### src/rtl/mul_acc.sv
// mul_acc: saturating signed accumulator for 10-bit Booth products.
// Products arrive over a valid/ready handshake and are summed into groups.
// A group closes on in_last or after MAX_TERMS products. The closed group's
// sum, term count and overflow flag are then offered on an output handshake.
module mul_acc #(
    parameter int ACC_W     = 16,
    parameter int MAX_TERMS = 8
) (
    input  logic             clk,
    input  logic             rst_n,
    input  logic             clr,
    input  logic             in_valid,
    output logic             in_ready,
    input  logic [9:0]       in_prod,
    input  logic             in_last,
    output logic             out_valid,
    input  logic             out_ready,
    output logic [ACC_W-1:0] out_sum,
    output logic [7:0]       out_cnt,
    output logic             out_ovf
);

    typedef enum logic {
        ST_ACC = 1'b0,
        ST_OUT = 1'b1
    } state_t;

    localparam logic [7:0]       MAX_CNT = 8'(MAX_TERMS);
    localparam logic [ACC_W-1:0] SAT_HI  = {1'b0, {(ACC_W-1){1'b1}}};
    localparam logic [ACC_W-1:0] SAT_LO  = {1'b1, {(ACC_W-1){1'b0}}};

    state_t             state;
    state_t             state_next;
    logic [ACC_W-1:0]   acc;
    logic [ACC_W-1:0]   acc_next;
    logic [7:0]         cnt;
    logic [7:0]         cnt_next;
    logic               ovf;
    logic               ovf_next;
    logic [ACC_W-1:0]   out_sum_next;
    logic [7:0]         out_cnt_next;
    logic               out_ovf_next;

    logic               accept;
    logic               close;
    logic [ACC_W:0]     sum_ext;
    logic               pos_sat;
    logic               neg_sat;
    logic [ACC_W-1:0]   sat_sum;
    logic [7:0]         cnt_inc;

    // Handshake flags decode straight from the state flop, so in_ready never
    // depends combinationally on out_ready.
    assign in_ready  = (state == ST_ACC);
    assign out_valid = (state == ST_OUT);

    // Widened add plus clamp: one guard bit is enough because a 10-bit
    // product added to an ACC_W-bit value (ACC_W >= 11) cannot overflow
    // ACC_W+1 bits; disagreeing top two bits mean the sum left the range.
    always_comb begin
        sum_ext = {acc[ACC_W-1], acc} + {{(ACC_W-9){in_prod[9]}}, in_prod};
        pos_sat = !sum_ext[ACC_W] &&  sum_ext[ACC_W-1];
        neg_sat =  sum_ext[ACC_W] && !sum_ext[ACC_W-1];
        if (pos_sat) begin
            sat_sum = SAT_HI;
        end else if (neg_sat) begin
            sat_sum = SAT_LO;
        end else begin
            sat_sum = sum_ext[ACC_W-1:0];
        end
        cnt_inc = cnt + 8'd1;
        accept  = in_valid && (state == ST_ACC);
        close   = accept && (in_last || (cnt_inc == MAX_CNT));
    end

    // Next-state and datapath update; clr overrides both accept and handoff
    // but leaves the last published result untouched.
    always_comb begin
        state_next   = state;
        acc_next     = acc;
        cnt_next     = cnt;
        ovf_next     = ovf;
        out_sum_next = out_sum;
        out_cnt_next = out_cnt;
        out_ovf_next = out_ovf;
        if (clr) begin
            state_next = ST_ACC;
            acc_next   = '0;
            cnt_next   = '0;
            ovf_next   = 1'b0;
        end else begin
            case (state)
                ST_ACC: begin
                    if (close) begin
                        out_sum_next = sat_sum;
                        out_cnt_next = cnt_inc;
                        out_ovf_next = ovf || pos_sat || neg_sat;
                        acc_next     = '0;
                        cnt_next     = '0;
                        ovf_next     = 1'b0;
                        state_next   = ST_OUT;
                    end else if (accept) begin
                        acc_next = sat_sum;
                        cnt_next = cnt_inc;
                        ovf_next = ovf || pos_sat || neg_sat;
                    end
                end
                ST_OUT: begin
                    if (out_ready) begin
                        state_next = ST_ACC;
                    end
                end
                default: begin
                    state_next = ST_ACC;
                end
            endcase
        end
    end

    // State, accumulator and result registers with asynchronous reset.
    always_ff @(posedge clk or negedge rst_n) begin
        if (!rst_n) begin
            state   <= ST_ACC;
            acc     <= '0;
            cnt     <= '0;
            ovf     <= 1'b0;
            out_sum <= '0;
            out_cnt <= '0;
            out_ovf <= 1'b0;
        end else begin
            state   <= state_next;
            acc     <= acc_next;
            cnt     <= cnt_next;
            ovf     <= ovf_next;
            out_sum <= out_sum_next;
            out_cnt <= out_cnt_next;
            out_ovf <= out_ovf_next;
        end
    end

endmodule

### config.mk
export PLATFORM = sky130hd
export DESIGN_NAME = mul_acc
export DESIGN_NICKNAME = d
export VERILOG_FILES = /design/src/rtl/mul_acc.sv
export SDC_FILE = /design/constraint.sdc
export NUM_CORES = 1
export LEC_CHECK = 0
export CORE_AREA = 2 2 82 84
export CTS_CLUSTER_DIAMETER = 30
export CTS_CLUSTER_SIZE = 8
export DETAILED_ROUTE_END_ITERATION = 10
export DIE_AREA = 0 0 84 86
export PLACE_DENSITY = 0.76
export SYNTH_ARGS = -nofsm -noshare
export SYNTH_HDL_FRONTEND = slang
export SYNTH_SLANG_ARGS = --single-unit
### constraint.sdc
create_clock -name clk -period 3.15 [get_ports clk]
set_input_delay 0.4725 -clock clk [delete_from_list [all_inputs] [get_ports clk]]
set_output_delay 0.4725 -clock clk [all_outputs]
set_load 0.01 [all_outputs]
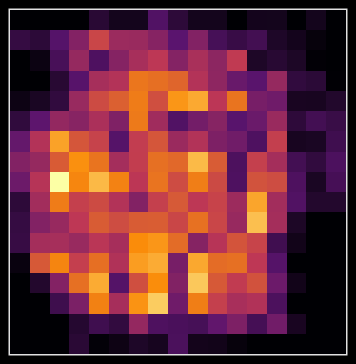
*Wire density map, run 1*
Drawn at 4 px/µm. The die is cut into 17 by 17 equal tiles; black is low, pale yellow is high, scaled to the fullest tile. Values are wire area over tile area, all layers added.
nearly empty tiles	16%
fullest tile	0.48
mean over tiles	0.16
tiles over half the peak	28%

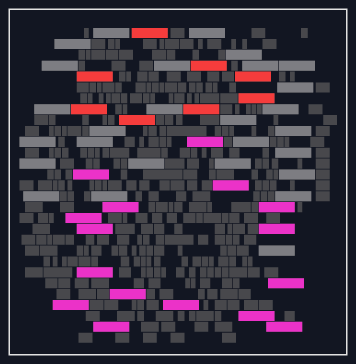
*Sequential cells grouped by signal name, run 1*
Drawn at 4 px/µm. Other sequential cells in the stronger grey, the rest of the logic in the fainter grey.
name in the netlist	colour	sequential cells
cnt	red	8
acc	magenta	16
not coloured	27

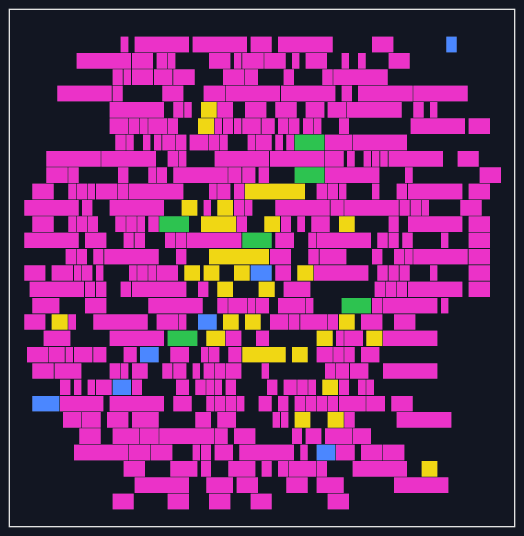
*Cell sizes after repair, run 1*
Drawn at 6 px/µm.
size	colour	cells	most used
x2	blue	7	a21oi_2
x6 and larger	green	6	clkbuf_8
x3 and x4	yellow	28	buf_4
x1 and smaller	magenta	351	o21ai_0

==> out/results.tsv, run 1 <==
metric	value	unit
status	completed	
fin_crit_sh	0.9145	
wl_met1	3.410	mm
synth_area_leader_cell	dfrtp_1	
drive_gt1_frac	0.1046	
finalPower	2023	µW
clk_pin_slew	100	ps
clock_cell_area_share	0.02615	
critPathSlowestCell	clkdlybuf4s50_1	
grt_pass1_wl	13.03	mm
ys_sh_aoi	0.2668	
most_common_cell	o21ai_0	
cts-buffers-inserted	5	
timing.fmax	347.1	MHz
grt_use_met2	0.3753	
die_h	86	µm
p_clk_frac	0.201	
mi_logic_area	1679	µm²
num-multi-input-gates	256	
grt_overflow	0	
synth-edff-count	0	
cts_resized	0	
cts.sinks	51	
synth_flops	51	
slew_headroom	0.4282	
power.leakage	0.001688	µW
hp-class	input pin to asynchronous set/reset pin	
num_io_pins	43	
timing.final.hold_violations	0	
fin_tns_setup	0	ps
crit_type	input pin to flip-flop	
yosysUniqueCellTypes	47	
netlist_top_cells_count	58 x o21ai_0, 51 x dfrtp_1, 47 x nand2_1	
wl_met2	3.673	mm
yosysTopAreaCellShare	0.4148	
chip_area	7224	µm²
antenna_cells	0	
logic_family	AND-OR/OR-AND gates	
netSwitchingFraction	0.3482	
finish.utilization	0.6022	
synthMuxAreaShare	0.003253	
hpwl	5.489	mm
dp_cells	461	
pg_seq	827	µW
core	6277	µm²
n_tap_cell	77	
rows	29	
power_leader	registers	
hold_buffers	0	
area_growth	22.85	%
pg_comb	791	µW
clock_buffers	6	
critPathRequiredTime	3400	ps
synth_nets	370	
wl_met3	276	µm
highest_layer	met4	
clkLatencyLatePin	310	ps
xor_share	0.07198	
cts_buffer_depth	2	
skew	8.160	ps
layout.nets	425	
flop_cell	dfrtp_1	
pre_cts_ws	-226.1	ps
synth_area	3077	µm²
root_buffer	clkbuf_8	
cts_setup_buffers	0	
path_buffers	4	
die_w	84	µm
viasPerCell	5.772	
yosysSeqAreaShare	0.4148	
use_met3	0.04331	
synthSimpleGateAreaFrac	0.1179	
worst_ep_arrival_time	3130	ps
cts_tree	yes	
fin_cells	469	
place.gp.congestion	0.8583	
crit_fanout	8	
reg2reg_slack	500	ps
postPlaceCellArea	3670	µm²
rr_endpoint	acc[0]$_DFFE_PN0P_	
comb_area_frac	0.4442	
critPathMaxStageDelay	460	ps
stdcell_area	3780	µm²
crit_top_cell	buf_4	
regArea	1276	µm²
crit_end	acc[0]$_DFFE_PN0P_	
slew_violations	0	
layout.area.top_class	logic gates	
nNonClkBuffers	64	
num_vias	2707	
finalHoldWorstSlack	262.2	ps
num-nonclk-inverters	13	
critical_path.startpoint_type	input pin	
fin_crit	2881	ps
grtUsageMet1	0.2988	
antenna_found_initial	0	
drc	0	
switchingPower	704.4	µW
path_cells	clkdlybuf4s50_1 > ha_1 > inv_1 > fa_1 > nand2b_1 > a21oi_2 > o21ai_0 > nor3b_1 > a21o_2 > buf_4 > nor3_2 > buf_4 > a221o_1	
seq_area_frac	0.3376	
area_share_nonclk_buffers	0.1536	
grt_max_degree	37	
### Clock routing, run 1

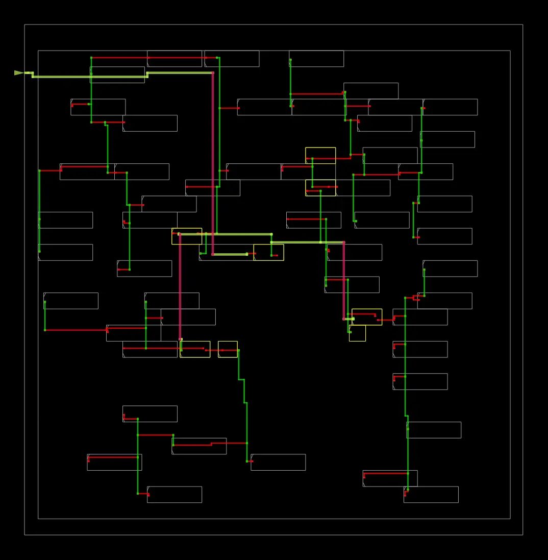

## Run 2: what changed since run 1
Settings changed: CELL_PAD_IN_SITES_DETAIL_PLACEMENT set to 1, CELL_PAD_IN_SITES_GLOBAL_PLACEMENT set to 1, CORE_AREA 2 2 82 84 to 2 2 105 107, DIE_AREA 0 0 84 86 to 0 0 107 109, PLACE_DENSITY 0.76 to 0.63.
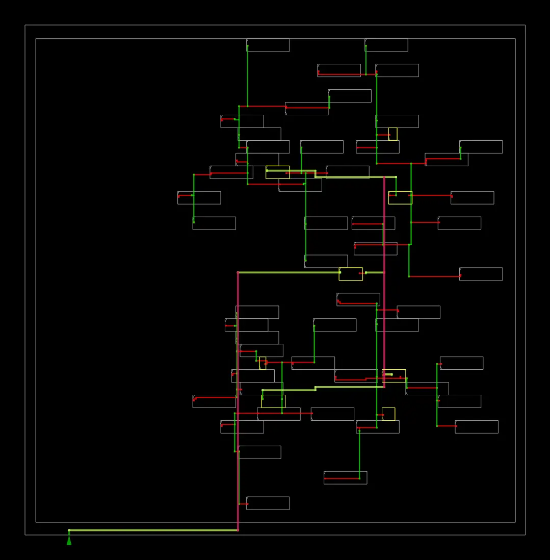
*Clock routing, run 2*
seq_cells: 51
clock skew: 8.107 ps
clk_buf instances: 6

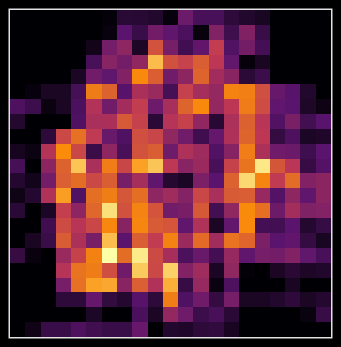
*Wire density map, run 2*
Drawn at 3 px/µm. The die is cut into 21 by 22 equal tiles; black is low, pale yellow is high, scaled to the fullest tile. Values are wire area over tile area, all layers added.
emptiest ninth of the die	upper left
mean over tiles	0.11
tiles over half the peak	23%
nearly empty tiles	21%

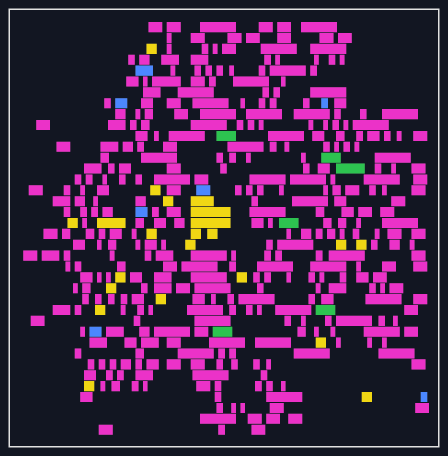
*Cell sizes after repair, run 2*
Drawn at 4 px/µm.
size	colour	cells
x1 and smaller	magenta	354
x3 and x4	yellow	22
x6 and larger	green	6
x2	blue	7

==> out/results.tsv, run 2 <==
metric	value	unit	change
drc	0		unchanged
synth_nets	370		unchanged
crit_end	out_sum[2]$_DFFE_PN0P_		
comb_area_frac	0.4370		-0.007212
dp_cells	520		+13%
hold_buffers	1		+1
critPathMaxStageDelay	460	ps	about the same
path_buffers	4		unchanged
cts_buffer_depth	2		unchanged
highest_layer	met4		
fin_cells	529		+13%
grtUsageMet1	0.1983		-0.1005
cts_tree	yes		
grt_use_met2	0.2634		-0.1119
core	10600	µm²	+69%
critPathRequiredTime	3380	ps	-20 ps
synth-edff-count	0		unchanged
flop_cell	dfrtp_1		
ys_sh_aoi	0.2668		unchanged
netSwitchingFraction	0.3570		+0.008792
drive_gt1_frac	0.08997		-0.01462
synth_area_leader_cell	dfrtp_1		
synth_flops	51		unchanged
fin_tns_setup	0	ps	unchanged
crit_fanout	24		+16
num-nonclk-inverters	13		unchanged
power.leakage	0.001674	µW	-0.84%
nNonClkBuffers	61		-4.7%
grt_pass1_wl	14.07	mm	+7.9%
status	completed		
clk_pin_slew	90	ps	about the same
grt_overflow	0		unchanged
pg_comb	788	µW	about the same
crit_type	input pin to flip-flop		
mi_logic_area	1675	µm²	-0.22%
pre_cts_ws	-186.4	ps	+39.77 ps
p_clk_frac	0.189		-0.012
cts.sinks	51		unchanged
wl_met2	4.009	mm	+9.1%
seq_area_frac	0.3329		-0.004738
netlist_top_cells_count	58 x o21ai_0, 51 x dfrtp_1, 47 x nand2_1		
grt_max_degree	44		+19%
yosysSeqAreaShare	0.4148		unchanged
num_vias	2643		-2.4%
area_growth	24.60	%	
finalPower	2001	µW	-1.1%
rows	38		+31%
fin_crit	2842	ps	-38.59 ps
chip_area	11660	µm²	+61%
power_leader	registers		
layout.nets	422		-0.71%
switchingPower	714.2	µW	+1.4%
die_h	109	µm	+27%
cts_resized	0		unchanged
area_share_nonclk_buffers	0.1495		-0.004114
die_w	107	µm	+27%
critPathSlowestCell	clkdlybuf4s50_1		
layout.area.top_class	logic gates		
finish.utilization	0.3616		-0.2406
rr_endpoint	out_sum[2]$_DFFE_PN0P_		
n_tap_cell	140		+82%
path_cells	clkdlybuf4s50_1 > ha_1 > inv_1 > fa_1 > nand2b_1 > a21oi_1 > o21ai_0 > nor3b_1 > buf_4 > a21oi_1 > buf_4 > o21ai_0 > o21ai_0		
